Figure 1. Sequential cells grouped by signal name.
Other sequential cells in the stronger gray, the rest of the logic in the fainter gray.
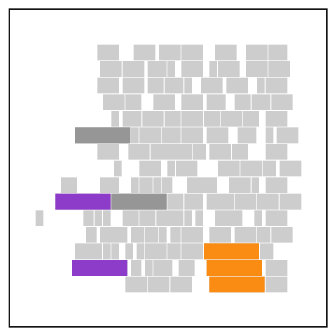
Figure 2. Wiring by layer.
The bar under the picture is 20 µm long.
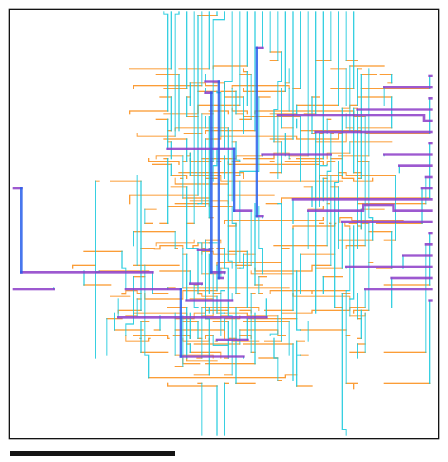
Figure 3. Routed clock nets over the placement.
The bar under the picture is 20 µm long.
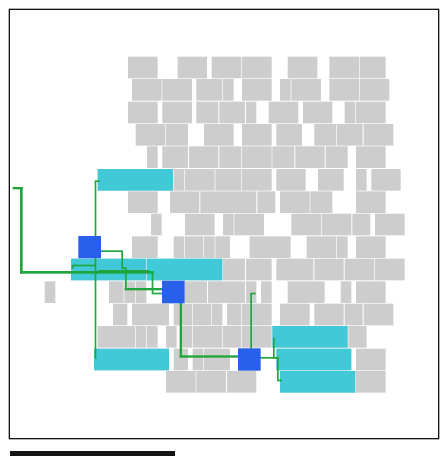
## src/rtl/mem_bus_arbiter_pkg.sv

```systemverilog
// Shared definitions for the three-requester memory bus arbiter: FSM encoding,
// requester indices and shared bus word field positions.
package mem_bus_arbiter_pkg;

    typedef enum logic [1:0] {
        ST_IDLE = 2'd0,
        ST_BUSY = 2'd1,
        ST_TURN = 2'd2
    } arb_state_t;

    localparam int N_REQ = 3;
    localparam logic [1:0] REQ_MEM = 2'd0;
    localparam logic [1:0] REQ_AES = 2'd1;
    localparam logic [1:0] REQ_SHA = 2'd2;

    localparam int BUS_W         = 10;
    localparam int BUS_DATA_LSB  = 0;
    localparam int BUS_DATA_MSB  = 7;
    localparam int BUS_VALID     = 8;
    localparam int BUS_READY     = 9;

    function automatic logic [1:0] next_idx(input logic [1:0] idx);
        return (idx == REQ_SHA) ? REQ_MEM : idx + 2'd1;
    endfunction

    function automatic logic [1:0] onehot_to_idx(input logic [N_REQ-1:0] oh);
        case (oh)
            3'b010:  return REQ_AES;
            3'b100:  return REQ_SHA;
            default: return REQ_MEM;
        endcase
    endfunction

endpackage

```

## src/rtl/mem_bus_arbiter_rr_pick.sv

```systemverilog
// Combinational round-robin picker: first asserted request at or after the
// priority pointer wins, result is one-hot (zero when nothing requests).
module mem_bus_arbiter_rr_pick
    import mem_bus_arbiter_pkg::*;
(
    input  logic [N_REQ-1:0] i_req,
    input  logic [1:0]       i_ptr,
    output logic [N_REQ-1:0] o_grant
);

    always_comb begin
        o_grant = '0;
        case (i_ptr)
            REQ_AES: begin
                if      (i_req[1]) o_grant = 3'b010;
                else if (i_req[2]) o_grant = 3'b100;
                else if (i_req[0]) o_grant = 3'b001;
            end
            REQ_SHA: begin
                if      (i_req[2]) o_grant = 3'b100;
                else if (i_req[0]) o_grant = 3'b001;
                else if (i_req[1]) o_grant = 3'b010;
            end
            default: begin
                if      (i_req[0]) o_grant = 3'b001;
                else if (i_req[1]) o_grant = 3'b010;
                else if (i_req[2]) o_grant = 3'b100;
            end
        endcase
    end

endmodule

```

## src/rtl/mem_bus_arbiter.sv

```systemverilog
// Round-robin arbiter for MEM/AES/SHA onto one shared 10-bit bus word.
// Optional owner-hold watchdog is built only when ARB_TIMEOUT_EN is defined.
//
// state | meaning
// IDLE  | no owner; grant the round-robin winner of in_req
// BUSY  | owner drives the bus until its in_done (or watchdog expiry)
// TURN  | one dead cycle, nothing granted, then back to IDLE
module mem_bus_arbiter
    import mem_bus_arbiter_pkg::*;
#(
    parameter int TIMEOUT_CYCLES = 255
) (
    input  logic               clk,
    input  logic               rst_n,
    input  logic [N_REQ-1:0]   in_req,
    input  logic [N_REQ-1:0]   in_done,
    input  logic [N_REQ-1:0]   in_valid,
    input  logic [8*N_REQ-1:0] in_data,
    input  logic               in_bus_ready,
    output logic [N_REQ-1:0]   out_grant,
    output logic [N_REQ-1:0]   out_ready,
    output logic [BUS_W-1:0]   out_bus,
    output logic               out_timeout
);

    arb_state_t       r_state;
    logic [N_REQ-1:0] r_grant;
    logic [1:0]       r_ptr;

    logic [N_REQ-1:0] w_pick;
    logic [1:0]       w_owner_idx;
    logic [7:0]       w_owner_data;
    logic             w_owner_valid;
    logic             w_owner_done;
    logic             w_beat;
    logic             w_timeout;

    mem_bus_arbiter_rr_pick u_rr_pick (
        .i_req   (in_req),
        .i_ptr   (r_ptr),
        .o_grant (w_pick)
    );

    assign w_owner_idx   = onehot_to_idx(r_grant);
    assign w_owner_valid = |(in_valid & r_grant);
    assign w_owner_done  = |(in_done & r_grant);
    assign w_beat        = w_owner_valid & in_bus_ready;

    always_comb begin
        case (r_grant)
            3'b001:  w_owner_data = in_data[7:0];
            3'b010:  w_owner_data = in_data[15:8];
            3'b100:  w_owner_data = in_data[23:16];
            default: w_owner_data = 8'h00;
        endcase
    end

`ifdef ARB_TIMEOUT_EN
    logic [7:0] r_cnt;

    // r_cnt holds the number of beat-less BUSY cycles already elapsed
    assign w_timeout = (r_state == ST_BUSY) && !w_owner_done && !w_beat &&
                       (r_cnt == 8'(TIMEOUT_CYCLES - 1));

    always_ff @(posedge clk or negedge rst_n) begin
        if (!rst_n) begin
            r_cnt <= 8'd0;
        end else if (r_state != ST_BUSY || w_beat) begin
            r_cnt <= 8'd0;
        end else begin
            r_cnt <= r_cnt + 8'd1;
        end
    end
`else
    // Never true for a legal TIMEOUT_CYCLES; no watchdog in this build.
    assign w_timeout = (TIMEOUT_CYCLES < 1);
`endif

    always_ff @(posedge clk or negedge rst_n) begin
        if (!rst_n) begin
            r_state <= ST_IDLE;
            r_grant <= '0;
            r_ptr   <= REQ_MEM;
        end else begin
            case (r_state)
                ST_IDLE: begin
                    if (|in_req) begin
                        r_grant <= w_pick;
                        r_state <= ST_BUSY;
                    end
                end
                ST_BUSY: begin
                    if (w_owner_done || w_timeout) begin
                        r_grant <= '0;
                        r_ptr   <= next_idx(w_owner_idx);
                        r_state <= ST_TURN;
                    end
                end
                ST_TURN: begin
                    r_state <= ST_IDLE;
                end
                default: begin
                    r_grant <= '0;
                    r_state <= ST_IDLE;
                end
            endcase
        end
    end

    always_comb begin
        out_bus = '0;
        if (r_state == ST_BUSY) begin
            out_bus[BUS_DATA_MSB:BUS_DATA_LSB] = w_owner_data;
            out_bus[BUS_VALID]                 = w_owner_valid;
        end
    end

    assign out_grant   = r_grant;
    assign out_ready   = r_grant & {N_REQ{in_bus_ready}};
    assign out_timeout = w_timeout;

endmodule
```

## config.mk

```make
export PLATFORM = sky130hd
export DESIGN_NAME = mem_bus_arbiter
export DESIGN_NICKNAME = d
export VERILOG_FILES = /design/src/rtl/mem_bus_arbiter_pkg.sv /design/src/rtl/mem_bus_arbiter_rr_pick.sv /design/src/rtl/mem_bus_arbiter.sv
export SDC_FILE = /design/constraint.sdc
export NUM_CORES = 1
export LEC_CHECK = 0
export CORE_MARGIN = 4
export CORE_UTILIZATION = 36
export DETAILED_ROUTE_END_ITERATION = 6
export PLACE_DENSITY = 0.91
export SLEW_MARGIN = 20
export SYNTH_ARGS = -nofsm -noshare
export SYNTH_HDL_FRONTEND = slang
export SYNTH_SLANG_ARGS = --single-unit
```

## constraint.sdc

```tcl
create_clock -name clk -period 3.7 [get_ports clk]
set_input_delay 0.74 -clock clk [delete_from_list [all_inputs] [get_ports clk]]
set_output_delay 0.74 -clock clk [all_outputs]
set_load 0.005 [all_outputs]
```

==> Slide: Implementation Results <==
Run Summary

Routing
  • Met2 wire length: 1266 µm
  • Length of routed met3 wiring: 221 µm
  • Antenna viol nets, final: 0
  • Post-detailed-route via-to-cell ratio: 5.403
  • Highest routed metal layer: met4

Die
  • Num rows: 15
  • Top-level port count: 53
  • Fp util: 0.3881
  • Die outline height: 51.84 µm
  • Tap Count: 25
  • Horiz. Die Dim: 51.84 µm
  • Die Outline Area: 2687 µm²
  • Std-Cell Core Area: 1783 µm²

Clocking
  • CTS tree: built
  • Count of hold-fix buffers inserted at cts: 0
  • CTS H-Tree Depth: 1
  • Insertion delay of the later-clocked pin in the worst-skew pair: 250 ps
  • Setup repair bufs after CTS: 0
  • Root buffer selected by CTS: sky130_fd_sc_hd__clkbuf_4
  • Clock sink count: 7
  • Number of buffers on the longest clock path: 2

Synth
  • Largest family of logic cells by area: AND-OR/OR-AND gates
  • Library cell occupying the most area in the post-synthesis netlist: sky130_fd_sc_hd__dfrtp_1
  • YS chip area: 691.9 µm²
  • Cell count after synthesis: a little over 80
  • Main flop type: sky130_fd_sc_hd__dfrtp_1
  • Number of enable-type register cells in the synthesized netlist: 0
  • Post-synth ARST share: 1.000
  • Max-area cell share: 0.2532
  • Yosys reg bits: 7
  • Synth Warn #: 0
  • Adder-cell area share of the yosys netlist: 0.03617
  • Aoi/oai-family share of the synthesized area: 0.3834
  • Cell count listed in synth_stat.txt: roughly 81
  • Yosys top cell by instances: sky130_fd_sc_hd__nor2_1
  • Most numerous cell types in the synthesized netlist: sky130_fd_sc_hd__nor2_1, sky130_fd_sc_hd__a22oi_1, sky130_fd_sc_hd__a2bb2oi_1
  • Number of distinct library cell variants in the gate-level netlist after synthesis: 33

Power
  • Net switching power: between 0.3 and 0.4 mW
  • LEAKAGE: between 0.4 and 0.5 nW
  • Pwr dens: just over 600 nW/µm²
  • Fraction of power consumed by combinational cells: 0.682
  • Combinational group power: 0.500 mW
  • Fraction of power spent switching nets: 0.4153
  • Int Power: 0.4284 mW
  • Sequential fraction of design power: 0.225

Worst setup path
  • Worst setup path endpoint: out_bus[2]
  • CP Cell Sequence: nor3b_2 > a2bb2oi_1 > nor2_1 > clkdlybuf4s50_1
  • Count of buffering cells on the critical path with inverters included: 1
  • Category of cells accounting for the largest share of critical-path delay: simple AND/OR/NAND/NOR gates
  • Max incr delay on CP: ~650 ps
  • Top fanout value on the critical path: 16
  • Path type of the worst setup path: flop to output pin
  • Beginning of the critical path: out_grant[1]
  • Worst path depth: 4
  • Critical Path End Type: output pin
  • Required time at the worst-slack endpoint: 2960 ps

Finish
  • Fillers: 137
  • Non-clock inverter count: 4
  • Dominant logic cell type in the layout: sky130_fd_sc_hd__clkdlybuf4s50_1
  • Non-clock buffer area fraction after layout: 0.4158
  • Final Net Count: 168
  • Area delta synth->final: 73.96%
  • Number of flip-flops in the largest register: 3
  • Most common logic cells in the final layout: sky130_fd_sc_hd__clkdlybuf4s50_1, sky130_fd_sc_hd__nor2_1, sky130_fd_sc_hd__a22oi_1, sky130_fd_sc_hd__a2bb2oi_1, sky130_fd_sc_hd__dfrtp_1
  • Number of standard cells in the layout, taps in and fillers out: 154

Placed design
  • DPL Wire Length: ~2000 µm
  • Number of buffers added on ports: around 50
  • Final estimated routing congestion in global placement: 0.7082
  • Setup slack after placement: 825.6 ps
  • Total cell area at the placement stage: 1177 µm²

Global routing
  • Maximum number of pins on one net before global-route repair: 17
  • Met3 Usage GRT: 0.06304
  • Antenna violations before repair: 0
  • Global routing met1 resource utilization: 0.1887
  • Most Crowded Layer GR: met2

Outcome
  • Status: finished clean

STA
  • Post-layout min period: 3077 ps
  • Share of the cycle needed by the critical path after routing: 0.8315
  • Worst hold slack: 487.9 ps
  • Headroom to the max-slew limit: 0.5806
  • Post-route setup TNS: 0 ps
  • Achievable Freq: between 0.3 and 0.4 GHz
  • Worst slew pin tran: 626.4 ps
  • Final setup viols: 0
  • Setup ws final: 623.4 ps

Worst hold path
  • Min-Delay Path Class: flop to flop

Run
  • Total tool warning count: 27
About Figure 1:
`r_ptr` -> purple  # placed flops 2
`out_grant` -> orange  # placed flops 3
not colored = 2
power consumed by sequential cells: 0.165 mW
Util after Layout: 0.6751
area of all sequential standard cells: 175.2 µm²
share of cell area taken by flip-flops and latches: 0.1455

About Figure 2:
met2 -> cyan  # wire length 1270 µm
met3 -> purple  # wire length 222 µm
met4 -> blue  # wire length 91.8 µm
met1 -> orange  # wire length 881 µm
total wire length after detailed routing: 2461 µm
via count: 832
Wirelength per Cell: 15.98 µm

About Figure 3:
clock wires -> green  # length 113 µm
cells driving clock nets -> blue  # count 3
flip-flops -> cyan  # count 7
routed clock nets = 4
power dissipated in the clock network: 0.0682 mW
clock skew: 1.703 ps
clock network fraction of design power: 0.093

Power and IR drop assume default switching activity.
